==> config.mk <==
export PLATFORM = sky130hd
export DESIGN_NAME = payload_engine_ctrl_flat
export DESIGN_NICKNAME = d
export VERILOG_FILES = /design/src/rtl/payload_engine_ctrl_if.sv /design/src/rtl/payload_engine_ctrl.sv /design/src/flat_wrapper.sv
export SDC_FILE = /design/constraint.sdc
export NUM_CORES = 1
export LEC_CHECK = 0
export ABC_AREA = 1
export CAP_MARGIN = 15
export CORE_ASPECT_RATIO = 0.5
export CORE_MARGIN = 4
export CORE_UTILIZATION = 43
export CTS_CLUSTER_DIAMETER = 100
export DETAILED_ROUTE_END_ITERATION = 12
export PLACE_DENSITY = 0.8
export RECOVER_POWER = 100
export SETUP_SLACK_MARGIN = 0.5
export SLEW_MARGIN = 20
export SYNTH_ARGS = -nofsm -noshare
export SYNTH_HDL_FRONTEND = slang
export SYNTH_SLANG_ARGS = --single-unit
==> constraint.sdc <==
create_clock -name clk -period 1.55 [get_ports clk]
set_clock_uncertainty 0.1 [all_clocks]
set_input_delay 0.155 -clock clk [delete_from_list [all_inputs] [get_ports clk]]
set_output_delay 0.155 -clock clk [all_outputs]
set_load 0.01 [all_outputs]
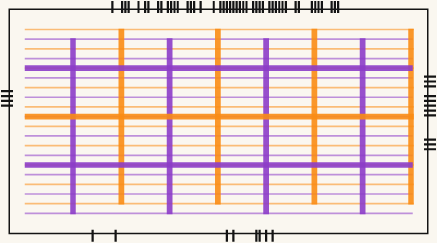
*Floorplan with the power grid, run 1*
Pins as bars on the die edge.
VDD -> orange
VSS -> purple
met4 straps = 8
signal pins = 69
met1 rails = 20
rows = 19
met5 straps = 3
Chip Width: 117 um
worst vdd ir: 0.000827 V

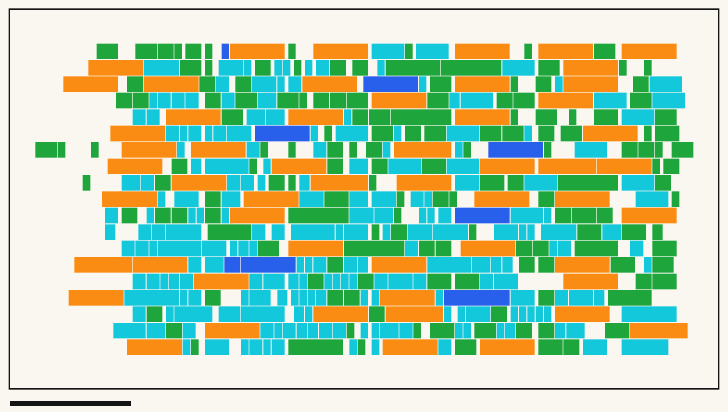
*Placed cells, one colour a class, run 1*
Bar = 20 um.
other buffers and delay cells -> green  # cells 154, share of their area 30%
clock drivers and dummy loads -> blue  # cells 8, share of their area 3.8%
combinational and other logic -> cyan  # cells 210, share of their area 36%
flops -> orange  # cells 54, share of their area 31%
design area: 4510 sq um
final design utilization: 80.0%

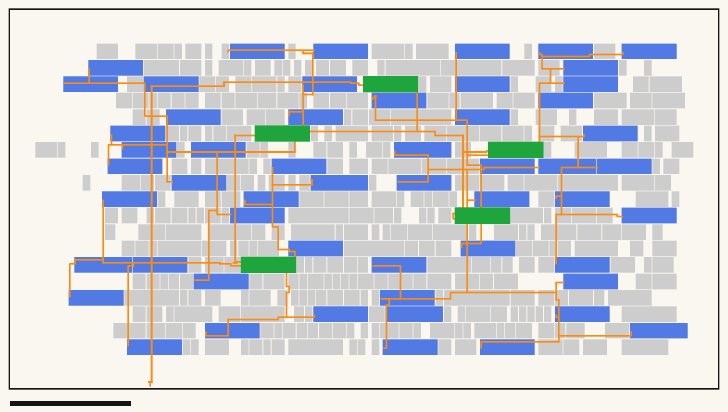
*Routed clock nets over the placement, run 1*
Bar = 20 um.
clock drivers -> green  # count 5
flip-flops -> blue  # count 54
clock wires -> orange  # length 753 um
flops lie = all over the die
Power Clock: 1330 uW
worst skew pair latency: 0.30 ns

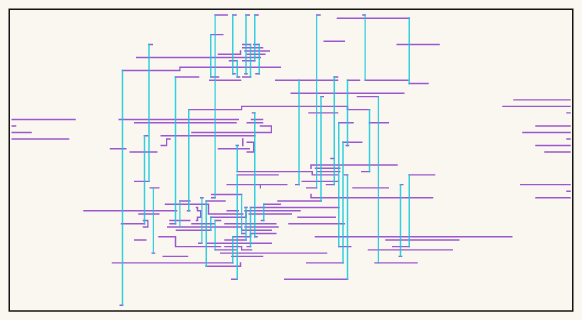
*Routed metal, one colour a layer, run 1*
Two of the layers only.
metal 3 -> purple  # wire length 1040 um
metal 4 -> cyan  # wire length 674 um
WL final: 11700 um
routed vias: 2879

==> flow_summary_export.csv, run 1 <==
group,metric,value,unit
run_status,status,"finished with violations",
run_status,violations,"negative setup slack",
routing,drc,0,
clock_tree,clock_path_buffers,2,
worst_setup_path,cp_data_required_time,1.64,ns
die,rows,19,
finish,largest_reg_flops,16,
min_path,hold_class,"primary input to async pin",
finish,drive_above_1_share,51.4,%
synthesis,avgSynthCellArea,9.57,sq um
synthesis,top_cell,"nand2_1",
place,port_buffers,68,
die,core_area,5630,sq um
synthesis,yosys_warnings,0,
worst_setup_path,crit_slowest_cell,"dfrtp_1",
worst_setup_path,critPathBufInv,2,
global_route,grt_use_met2,43.0,%
global_route,met3_usage,5.32,%
run,drv_cap,0,
synthesis,topCellsByArea,"dfrtp_1 (53%), nand2_1 (13%), mux2_4 (10%)",
synthesis,ys_cells,268,
die,ioPinCount,69,
clock_tree,cts_root_buf,"clkbuf_16",
place,dp_hpwl,4440,um
global_route,busiest_layer,"met2",
finish,seq_area,1360,sq um
worst_setup_path,critical-path-top-delay-family,"simple AND/OR/NAND/NOR gates",
routing,antenna_left,0,
finish,antenna_cells,0,
pwr,power.static_leakage,0.00220,uW
pwr,power-per-cell-area,1630,nW/um^2
global_route,track_usage,24.7,%
worst_setup_path,cp-start-kind,"flop",
worst_setup_path,r2r_setup_slack,-0.16,ns
clock_tree,cts-htree-levels,2,
routing,drt-initial-drc-count,348,
synthesis,async_flop_share,100,%
worst_setup_path,setup.worst_path.class,"flop to flop",
synthesis,ys_types,24,
global_route,antenna_found_initial,0,
sta,min_period_over_period,110,%
sta,drv_slew,0,
sta,fin_tns_setup,-2.09,ns
sta,max_slew.worst_pin.slew,1.38,ns
synthesis,synthFlopType,"dfrtp_1",
global_route,grt_pass1_wl,14000,um
worst_setup_path,slowest_delay,0.41,ns
synthesis,synth_area,2560,sq um
finish,fillCellCount,275,
sta,finalCriticalPeriod,1.71,ns
clock_tree,clk_pin_slew_worst_paths,0.07,ns
global_route,gr-total-overflow,0,
worst_setup_path,cp.arrival,1.80,ns
finish,syn_to_final_growth,75.7,%
place,gp_congestion,0.855,
synthesis,synth_flops,54,
routing,wl_per_cell,23.4,um
worst_setup_path,cp.depth,8,
finish,fin_nets,457,
global_route,grt_util_met1,27.9,%
routing,avgViaCountPerCell,5.77,
clock_tree,cts.sinks,54,
routing,dr.pass1.iters,6,
synthesis,synth_nets,300,
worst_setup_path,worstSetupEndpointType,"flop",
global_route,grt_pass1_vias,2783,
sta,slew_headroom,8.21,%
synthesis,ys_chip_area,2560,sq um
sta,fmax,586,MHz
worst_setup_path,rr_worst_depth,8,
sta,rsz0062_at_grt,"true",
clock_tree,cts_inserted_buffers,5,
synthesis,edf_count,0,
synthesis,top_area_share,52.7,%
sta,hold_violations,0,
die,chip_area,7340,sq um
die,fp-utilization,45.5,%
worst_setup_path,critPathMostFrequentCell,"nand2_1",
clock_tree,cts_tree,"built",
global_route,grt_max_degree,36,
worst_setup_path,path_cells,"inv_2 > buf_4 > nor2_4 > nand2_1 > o21ai_0 > nor2_1 > nand2_1 > nand2_2",
run,openroad.warnings,32,
sta,setup_ws,-0.157,ns
sta,setup_viol,41,
run 1: stage by stage:
step / std cells / power, uW / hold WS [ns] / cell area, sq um / setup WS [ns]
floorplan: 268 / 3490 / -0.241 / 2660 / 0.118
global placement: 415 / 4540 / 0.0365 / 3460 / 0.0218
detailed placement: 415 / 4640 / 0.0488 / 3460 / -0.0374
CTS: 469 / 6520 / -0.255 / 4110 / 0.00350
global route: 499 / 7670 / 0.149 / 4510 / -0.173
finish: 499 / 7370 / 0.0554 / 4510 / -0.157
run 1: cell usage in the layout (no fill, tap or decap), drive strengths merged:
cell	netlist	final
clkbuf	2	46
clkdlybuf4s50	0	27
o21ai	18	18
xor2	3	3
clkinv	1	4
ha	3	3
bufinv	0	1
nand3	12	12
nor3	2	2
nand4	4	4
nand3b	1	1
nor2	16	16
inv	22	20
buf	5	87
dfrtp	54	54
nand2	107	109
a21oi	1	1
clkinvlp	0	1
mux2	17	17
run 1: power breakdown:
part | switching [uW] | internal [uW]
sequential | 356 | 1830
combinational | 1950 | 1910
clock | 559 | 766
run 1: layout make-up:
cell class / instances / area share (%)
clock buffer: 6 / 2.86
sequential: 54 / 30.2
timing repair buffer: 154 / 29.1
inverter: 23 / 2.58
clock inverter: 2 / 0.833
tap: 73 / 2.03
multi-input combinational: 186 / 32.1
timing repair inverter: 1 / 0.361
run 1: worst register-to-register path: stages (launching register included):
cell     delay, ns
dfrtp_1       0.41
inv_2         0.08
buf_4         0.15
nor2_4        0.15
nand2_1       0.12
o21ai_0       0.35
nor2_1        0.09
nand2_1       0.10
nand2_2       0.05
run 1: logic make-up after synthesis:
logic type / Yosys count / share of synthesized area (%)
compound gates: 19 / 3.71
buf+inv: 30 / 5.61
fa+ha+maj: 3 / 1.46
simple gates: 142 / 25.5
xor+xnor: 3 / 1.03
flops: 54 / 52.7
mux: 17 / 9.96
run 1: layer usage:
layer / up-vias / share of wire [%]
li1: 1171 / -
met1: 1399 / 38
met2: 223 / 47
met3: 86 / 8.9
met4: 0 / 5.8
met5: - / 0
run 1: repair_timing:
action                                 in CTS  in global routing
pin swaps                                  21                 11
cloned                                      8                  2
setup endpoints to repair                  94                 94
endpoints found under the hold margin      19                 19
buffers inserted                           38                 28
resized                                   228                 71
### Clock routing, run 1

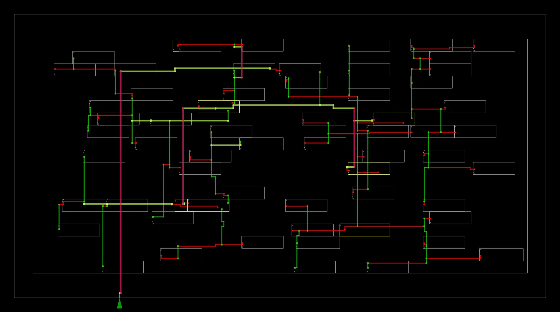

==> inputs of run 2 (changes only) <==
CORE_ASPECT_RATIO = not set   (was 0.5)
CTS_CLUSTER_SIZE = 10   (was not set)
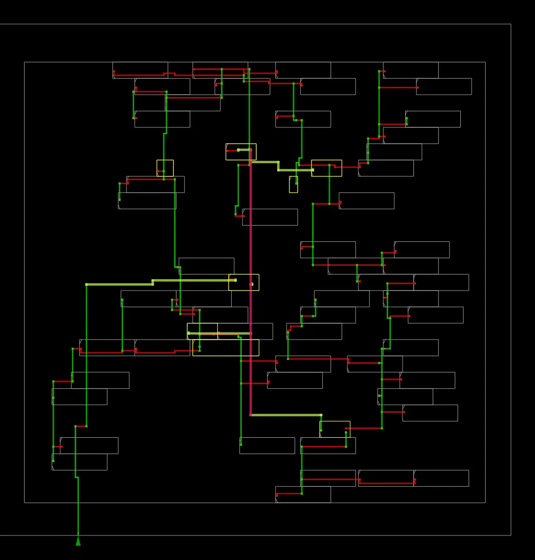
*Clock routing, run 2*
worst skew pair latency: 0.32 ns
CTS Sinks: 54

==> run 2 against run 1 <==
The run still ends with negative setup slack left; clock-buffer cell count unchanged; sequential power about the same; core utilization shrank 5.6 points; first-iteration DRC count down 16%; cell count down 3.4%; worst setup slack better by 0.032 ns; sequential share of layout area up 2.2 points; synthesized area unchanged; register-to-register slack better by 0.03 ns; clock power down 27%; design area down 6.9%; critical endpoint is now u_core.bus.char_data[6]$_DFFE_PN0P_; largest power group unchanged.
==> flow_summary_export.csv, run 2 <==
group,metric,value,unit
run_status,status,"finished with violations",
synthesis,simple_gate_share,25.5,%
synthesis,top_cell,"nand2_1",
clock_tree,cts_root_buf,"clkbuf_8",
finish,antenna_cells,0,
synthesis,ys_cells,268,
finish,largest_reg_flops,16,
synthesis,synth_area,2560,sq um
die,chip_area,7260,sq um
place,gp_congestion,0.867,
clock_tree,clk_pin_slew_worst_paths,0.11,ns
global_route,antenna_found_initial,0,
sta,hold_violations,0,
routing,drt-initial-drc-count,291,
die,core_area,5640,sq um
worst_setup_path,setup.worst_path.class,"flop to flop",
sta,slew_headroom,52.0,%
place,port_buffers,68,
finish,final_util,74.4,%
run_status,violations,"negative setup slack",
synthesis,edf_count,0,
synthesis,yosys_warnings,0,
die,ioPinCount,69,
synthesis,topCellsByArea,"dfrtp_1 (53%), nand2_1 (13%), mux2_4 (10%)",
run,openroad.warnings,30,
synthesis,fa_ha_area_share,1.46,%
worst_setup_path,cp_data_required_time,1.66,ns
sta,setup_viol,28,
synthesis,aoi_share,3.71,%
sta,drv_slew,0,
pwr,power-per-cell-area,1590,nW/um^2
synthesis,synth_nets,300,
finish,mostFrequentLayoutCells,"nand2_1 (59), buf_4 (51), dfrtp_1 (50)",
synthesis,logic_family,"simple AND/OR/NAND/NOR gates",
sta,min_period_over_period,108,%
sta,fmax,597,MHz
sta,setup_ws,-0.125,ns
synthesis,top_area_share,52.7,%
run,drv_cap,0,
synthesis,synthFlopType,"dfrtp_1",
die,fp-utilization,45.4,%
## run 2: logic make-up after synthesis
logic type               count (synthesis)
AND-OR/OR-AND                           19
XOR/XNOR                                 3
adder cells (fa/ha/maj)                  3
buffers and inverters                   30
flip-flops                              54
multiplexers                            17
AND/OR/NAND/NOR                        142
## run 2: report_power, final
group          internal [uW]  switching, uW
clock network            483            484
registers               1820            333
logic                   1760           1790
total                   4070           2610
## run 2: layout make-up
type / instances / area share [%]
inverters: 23 / 2.53
clock inverters: 2 / 0.894
multi-input cells: 185 / 33.0
repair buffers: 140 / 27.4
well taps: 72 / 2.15
clock buffers: 6 / 1.73
flip-flops and latches: 54 / 32.3
## run 2: routing by layer
metal	global-route usage [%]	vias up	routed length, um	part of all wire (%)
li1	-	1140	-	-
met2	37.6	170	4910	50
met5	0	-	0	0
met1	22.8	1301	3770	38
met4	9.78	0	476	4.8
met3	4.17	53	709	7.2
## run 2: stage by stage
step           hold slack [ns]  cells  setup slack, ns
5_1_grt                  0.283    482           -0.192
2_1_floorplan           -0.241    268            0.118
3_3_place_gp            0.0696    416          0.00209
6_report                 0.278    482           -0.125
4_1_cts                  0.268    466          -0.0186
3_5_place_dp            0.0736    416          -0.0127
## run 2: worst max-delay path, stage by stage (launching register included)
cell and delay, ns:
dfrtp_1 0.44, inv_1 0.17, nand2_1 0.09, nor2_1 0.25, nand3b_4 0.13, nand2_4 0.13, inv_8 0.07, nand2_1 0.09
nand2_2 0.08
## run 2: what timing repair did
action	in CTS	in global routing
endpoints found under the hold margin	54	0
gates resized	212	53
cloned	4	2
hold buffers	1	0
setup endpoints to repair	93	94
setup buffers	37	14
pin swaps	17	23
Power is estimated from default activity; no workload was simulated.
